$ cat config.mk
export PLATFORM = sky130hd
export DESIGN_NAME = writeback_stage_buf
export DESIGN_NICKNAME = d
export VERILOG_FILES = /design/src/rtl/wb_pkg.sv /design/src/rtl/wb_load_ext.sv /design/src/rtl/writeback_stage_buf.sv
export SDC_FILE = /design/constraint.sdc
export NUM_CORES = 1
export LEC_CHECK = 0
export CAP_MARGIN = 20
export CORE_ASPECT_RATIO = 2
export CORE_UTILIZATION = 40
export CTS_CLUSTER_SIZE = 10
export DETAILED_ROUTE_END_ITERATION = 6
export MAX_ROUTING_LAYER = met4
export PLACE_DENSITY_LB_ADDON = 0.15
export SLEW_MARGIN = 15
export SYNTH_ARGS = -nofsm -noshare
export SYNTH_HDL_FRONTEND = slang
export SYNTH_HIERARCHICAL = 1
export SYNTH_SLANG_ARGS = --single-unit
$ cat constraint.sdc
create_clock -name clk -period 16 [get_ports clk]
set_input_delay 2.4 -clock clk [delete_from_list [all_inputs] [get_ports clk]]
set_output_delay 2.4 -clock clk [all_outputs]
set_load 0.03 [all_outputs]
$ cat src/rtl/wb_pkg.sv
// Shared constants for the MEM->WB writeback buffer: result-source codes and load funct3 codes.
package wb_pkg;

  localparam logic [1:0] RESULT_SRC_ALU = 2'b00;
  localparam logic [1:0] RESULT_SRC_MEM = 2'b01;
  localparam logic [1:0] RESULT_SRC_PC4 = 2'b10;

  localparam logic [2:0] F3_LB  = 3'b000;
  localparam logic [2:0] F3_LH  = 3'b001;
  localparam logic [2:0] F3_LW  = 3'b010;
  localparam logic [2:0] F3_LBU = 3'b100;
  localparam logic [2:0] F3_LHU = 3'b101;

endpackage

$ cat src/rtl/wb_load_ext.sv
// Combinational load-data alignment and extension: shift by byte offset, then sign/zero
// extend per the load funct3.
module wb_load_ext import wb_pkg::*; #(
  parameter int unsigned DATA_WIDTH = 32
) (
  input  logic [DATA_WIDTH-1:0] i_data,
  input  logic [2:0]            i_funct3,
  input  logic [1:0]            i_byte_off,
  output logic [DATA_WIDTH-1:0] o_data
);

  logic [DATA_WIDTH-1:0] w_shifted;

  assign w_shifted = i_data >> {i_byte_off, 3'b000};

  always_comb begin
    o_data = w_shifted;
    case (i_funct3)
      F3_LB:   o_data = {{(DATA_WIDTH-8){w_shifted[7]}}, w_shifted[7:0]};
      F3_LH:   o_data = {{(DATA_WIDTH-16){w_shifted[15]}}, w_shifted[15:0]};
      F3_LW:   o_data = w_shifted;
      F3_LBU:  o_data = {{(DATA_WIDTH-8){1'b0}}, w_shifted[7:0]};
      F3_LHU:  o_data = {{(DATA_WIDTH-16){1'b0}}, w_shifted[15:0]};
      default: o_data = w_shifted;
    endcase
  end

endmodule

$ cat src/rtl/writeback_stage_buf.sv
// MEM->WB elastic buffer with valid/ready handshake, flush, x0-write suppression and result select.
// Optional WB_LOAD_EXT_EN adds per-entry funct3/byte-offset and load alignment/extension.
module writeback_stage_buf import wb_pkg::*; #(
  parameter int unsigned DATA_WIDTH             = 32,
  parameter int unsigned REG_FILE_ADDRESS_WIDTH = 5,
  parameter int unsigned DEPTH                  = 2
) (
  input  logic                              clk,
  input  logic                              rst,
  input  logic                              ValidM,
  output logic                              ReadyM,
  input  logic                              RegWriteM,
  input  logic [1:0]                        ResultSrcM,
  input  logic [DATA_WIDTH-1:0]             ALUResultM,
  input  logic [DATA_WIDTH-1:0]             ReadDataM,
  input  logic [REG_FILE_ADDRESS_WIDTH-1:0] RdM,
  input  logic [DATA_WIDTH-1:0]             PCPlus4M,
`ifdef WB_LOAD_EXT_EN
  input  logic [2:0]                        Funct3M,
  input  logic [1:0]                        ByteOffM,
`endif
  input  logic                              FlushW,
  input  logic                              WbReadyW,
  output logic                              ValidW,
  output logic                              RegWriteW,
  output logic [REG_FILE_ADDRESS_WIDTH-1:0] RdW,
  output logic [DATA_WIDTH-1:0]             ResultW,
  output logic [DATA_WIDTH-1:0]             PCPlus4W
);

  localparam int unsigned CNT_W = $clog2(DEPTH + 1);
  localparam int unsigned PTR_W = (DEPTH > 1) ? $clog2(DEPTH) : 1;

  typedef struct packed {
    logic                              reg_write;
    logic [1:0]                        result_src;
    logic [DATA_WIDTH-1:0]             alu_result;
    logic [DATA_WIDTH-1:0]             read_data;
    logic [REG_FILE_ADDRESS_WIDTH-1:0] rd;
    logic [DATA_WIDTH-1:0]             pc_plus4;
`ifdef WB_LOAD_EXT_EN
    logic [2:0]                        funct3;
    logic [1:0]                        byte_off;
`endif
  } entry_t;

  entry_t               r_mem [DEPTH];
  logic [PTR_W-1:0]     r_rd_ptr;
  logic [PTR_W-1:0]     r_wr_ptr;
  logic [CNT_W-1:0]     r_count;

  logic                 w_kill;
  logic                 w_full;
  logic                 w_empty;
  logic                 w_push;
  logic                 w_pop;
  entry_t               w_entry;
  entry_t               w_head;
  logic [DATA_WIDTH-1:0] w_load_data;
  logic [DATA_WIDTH-1:0] w_result;

  // Explicit wrap keeps non-power-of-two depths legal.
  function automatic logic [PTR_W-1:0] next_ptr(input logic [PTR_W-1:0] ptr);
    return (ptr == PTR_W'(DEPTH - 1)) ? '0 : ptr + PTR_W'(1);
  endfunction

  assign w_kill  = rst | FlushW;
  assign w_full  = (r_count == CNT_W'(DEPTH));
  assign w_empty = (r_count == '0);
  assign w_push  = ValidM & ~w_full & ~w_kill;
  assign w_pop   = ~w_empty & WbReadyW & ~w_kill;

  always_comb begin
    w_entry            = '0;
    w_entry.reg_write  = RegWriteM & (RdM != '0);
    w_entry.result_src = ResultSrcM;
    w_entry.alu_result = ALUResultM;
    w_entry.read_data  = ReadDataM;
    w_entry.rd         = RdM;
    w_entry.pc_plus4   = PCPlus4M;
`ifdef WB_LOAD_EXT_EN
    w_entry.funct3     = Funct3M;
    w_entry.byte_off   = ByteOffM;
`endif
  end

  always_ff @(posedge clk) begin
    if (w_kill) begin
      r_rd_ptr <= '0;
      r_wr_ptr <= '0;
      r_count  <= '0;
    end else begin
      if (w_push) r_wr_ptr <= next_ptr(r_wr_ptr);
      if (w_pop)  r_rd_ptr <= next_ptr(r_rd_ptr);
      case ({w_push, w_pop})
        2'b10:   r_count <= r_count + CNT_W'(1);
        2'b01:   r_count <= r_count - CNT_W'(1);
        default: r_count <= r_count;
      endcase
    end
  end

  // Storage is deliberately left unreset; only the occupancy state is cleared.
  always_ff @(posedge clk) begin
    if (w_push) r_mem[r_wr_ptr] <= w_entry;
  end

  assign w_head = r_mem[r_rd_ptr];

`ifdef WB_LOAD_EXT_EN
  wb_load_ext #(
    .DATA_WIDTH (DATA_WIDTH)
  ) u_load_ext (
    .i_data     (w_head.read_data),
    .i_funct3   (w_head.funct3),
    .i_byte_off (w_head.byte_off),
    .o_data     (w_load_data)
  );
`else
  assign w_load_data = w_head.read_data;
`endif

  always_comb begin
    w_result = w_head.alu_result;
    case (w_head.result_src)
      RESULT_SRC_MEM: w_result = w_load_data;
      RESULT_SRC_PC4: w_result = w_head.pc_plus4;
      default:        w_result = w_head.alu_result;
    endcase
  end

  assign ReadyM    = ~w_full;
  assign ValidW    = ~w_empty;
  // A flushing or resetting cycle must never commit a stale head entry.
  assign RegWriteW = ValidW & WbReadyW & w_head.reg_write & ~w_kill;
  assign RdW       = ValidW ? w_head.rd       : '0;
  assign ResultW   = ValidW ? w_result        : '0;
  assign PCPlus4W  = ValidW ? w_head.pc_plus4 : '0;

endmodule
==> images/logic_types.png <==
Bar = 20 µm.
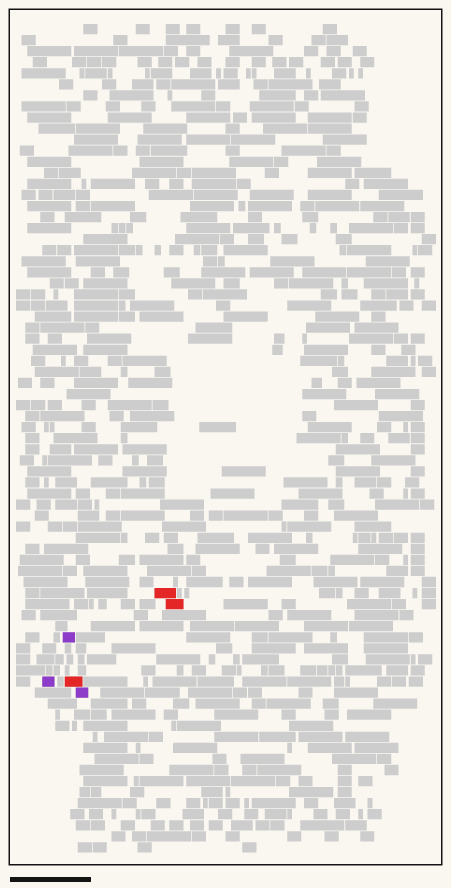
adder and majority cells: shown in red, cells 3, most used ha_1. XOR/XNOR gates: shown in purple, cells 3, most used xor2_1.
most instantiated logic cell after routing: edfxtp_1
proportion of cell area occupied by multi-input gates: 18.4%
Final Non-Filler Cells: 945

==> run notes <==
The share of total power dissipated in sequential elements is 53.5%. Async set or reset register ratio after synthesis: 0%. Summing internal, switching and leakage power gives 1.17 mW. Measured along the x axis, the die boundary spans 106 µm.

The register with the most flip-flops is r_mem. The total track usage was 17.8%. The instance count of the mapped netlist came out at 479.

Endpoints with negative setup slack in the final report add up to 0. In the Yosys report the total cell count is 479. In the post-synthesis netlist, the cell with the most instances is edfxtp_1. Per the power-grid run, VDD falls by no more than 0.0806 mV.

The number of nets at floorplan was 591; the fraction of the core area occupied by cells at floorplan was 41.0%. The run gives 35 as the number of clock-tree buffers in the layout. Per the repair_timing log after CTS, setup buffers inserted total 0. A synthesized cell averages 18.1 µm².

The summed negative setup slack over all endpoints is 0 ns. The total clock network power is 0.482 mW. The number of storage elements in the synthesis netlist came out at 213. The run finished with clean final reports. In this run the vertical extent of the chip is 210 µm. The number of cells on the worst hold path works out to 1. For the number of primary I/O pins, the log shows 181. The OpenROAD report gives the critical path a required time of 13.60 ns. The count of input and output buffers was 180.

The run gives 5302 as the via count of the first global-routing pass. For this run, design rule violations remaining after detail routing come to 0. The number of distinct library cell variants in the gate-level netlist after synthesis is 29, and the cell depth of the worst flop-to-flop path is 5. For the pin with the worst max-slew slack, the measured transition is 1.11 ns.

The run gives 0.231 mW for the net switching component of the power. The logs give 0.0211 mm² for the core area and 0 for the sum of overflow across all layers after global routing. Walking the worst path, the cells encountered are buf_4, mux2i_1, inv_1, ha_2, o21ba_2, nand2_4, o221ai_2, clkdlybuf4s50_1.

Launch instance of the worst register-to-register path: r_count[0]$_SDFFE_PP0P_. Power attributed to sequential cells: 0.628 mW. Per the timing report, the most critical flop-to-flop path finishes at r_mem[0][30]$_DFFE_PP_. Dividing the detail-routed via count by the number of cells gives 5.10. The run gives 30.9% for the growth of design area from synthesis to finish.

The run gives 775 as the count of nets after finishing. Kind of path behind the tightest hold check: reg2reg. The run gives 0.0223 mm² for the total die size. OpenROAD reports that the post-layout worst path occupies 48.9% of the period.

The launch instance of the worst min-delay path is r_wr_ptr$_SDFFE_PP0P_. With the final wirelength at 18.9 mm, the count of final hold-check violations is 0. The tools report the number of H-tree levels as 1. The tools report the capture point of the critical path as ResultW[19].

Summed over all instances, the cell type with the most area after synthesis is edfxtp_1. The leakage power was 3.48 nW; the normalized max-slew margin was 25.9%. The flow reported a cell area power density of 104 mW/mm². The timing report lists the critical path depth as 8 cells. With the proportion of power drawn by combinational gates at 5.4%, the worst-path maximum fanout is 54. The worst setup path is captured at an output pin. The placement summary gives the final routability congestion estimate as 0.745. The run gives 0.06 ns for the clock slew seen by the registers of the worst setup and hold paths. In the power breakdown, the internal column shows 0.942 mW. The stage delay of the slowest cell on the critical path is 0.90 ns, and the number of ordinary inverters in the final layout is 4.

Per the cell usage report, the commonest logic cells after layout are 208 x edfxtp_1, 180 x clkdlybuf4s50_1, 73 x mux2i_1. For the combinational gate power, the log shows 0.0639 mW. TritonCTS built the clock tree.

The run gives 73.3% for the sequential fraction of the synthesis area. The report lists the number of cells resized after CTS as 0. In the final report, the number of pins over their slew limit comes to 0. The stage logs contain a warning count of 27.

The run gives 0.51 ns for the clock insertion delay at the later pin of the skew report. On the critical path, the stage with the largest delay is an instance of dfxtp_4. After Yosys synthesis, XOR and XNOR cells account for 0.304% of the synthesized area. In this run the remaining antenna-violating nets after routing total 0. Maximum clock skew at final layout: 0.0188 ns.
==> images/flops_by_reg.png <==
Bar = 20 µm.
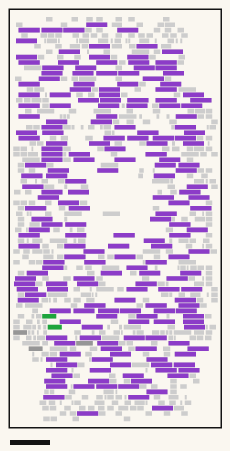
`r_mem`: shown in purple, sequential cells 208, where spread over the die. `r_count`: shown in green, sequential cells 2.
final core area utilization: 53.7%
fraction of standard cell area that is sequential: 56.0%

==> metal layers <==
metal | wire length (µm) | global-route usage [%]
met5 | 0 | -
met1 | 6860 | 18.6
met2 | 10900 | 33.5
met4 | 377 | 6.03
met3 | 816 | 2.69
==> metrics by stage <==
| step | hold WS, ns | setup slack (ns) | cell area (µm²) | instances | util (%) |
|---|---|---|---|---|---|
| after floorplan | 0.450 | 8.36 | 8660 | 479 | - |
| after global placement | 0.497 | 8.77 | 10600 | 904 | 50.3 |
| after detailed placement | 0.519 | 8.65 | 10600 | 904 | 50.3 |
| after CTS | 0.528 | 8.10 | 11300 | 940 | 53.5 |
| after global routing | 0.558 | 7.88 | 11300 | 945 | 53.7 |
| final | 0.524 | 8.18 | 11300 | 945 | 53.7 |
Power and IR drop assume default switching activity.
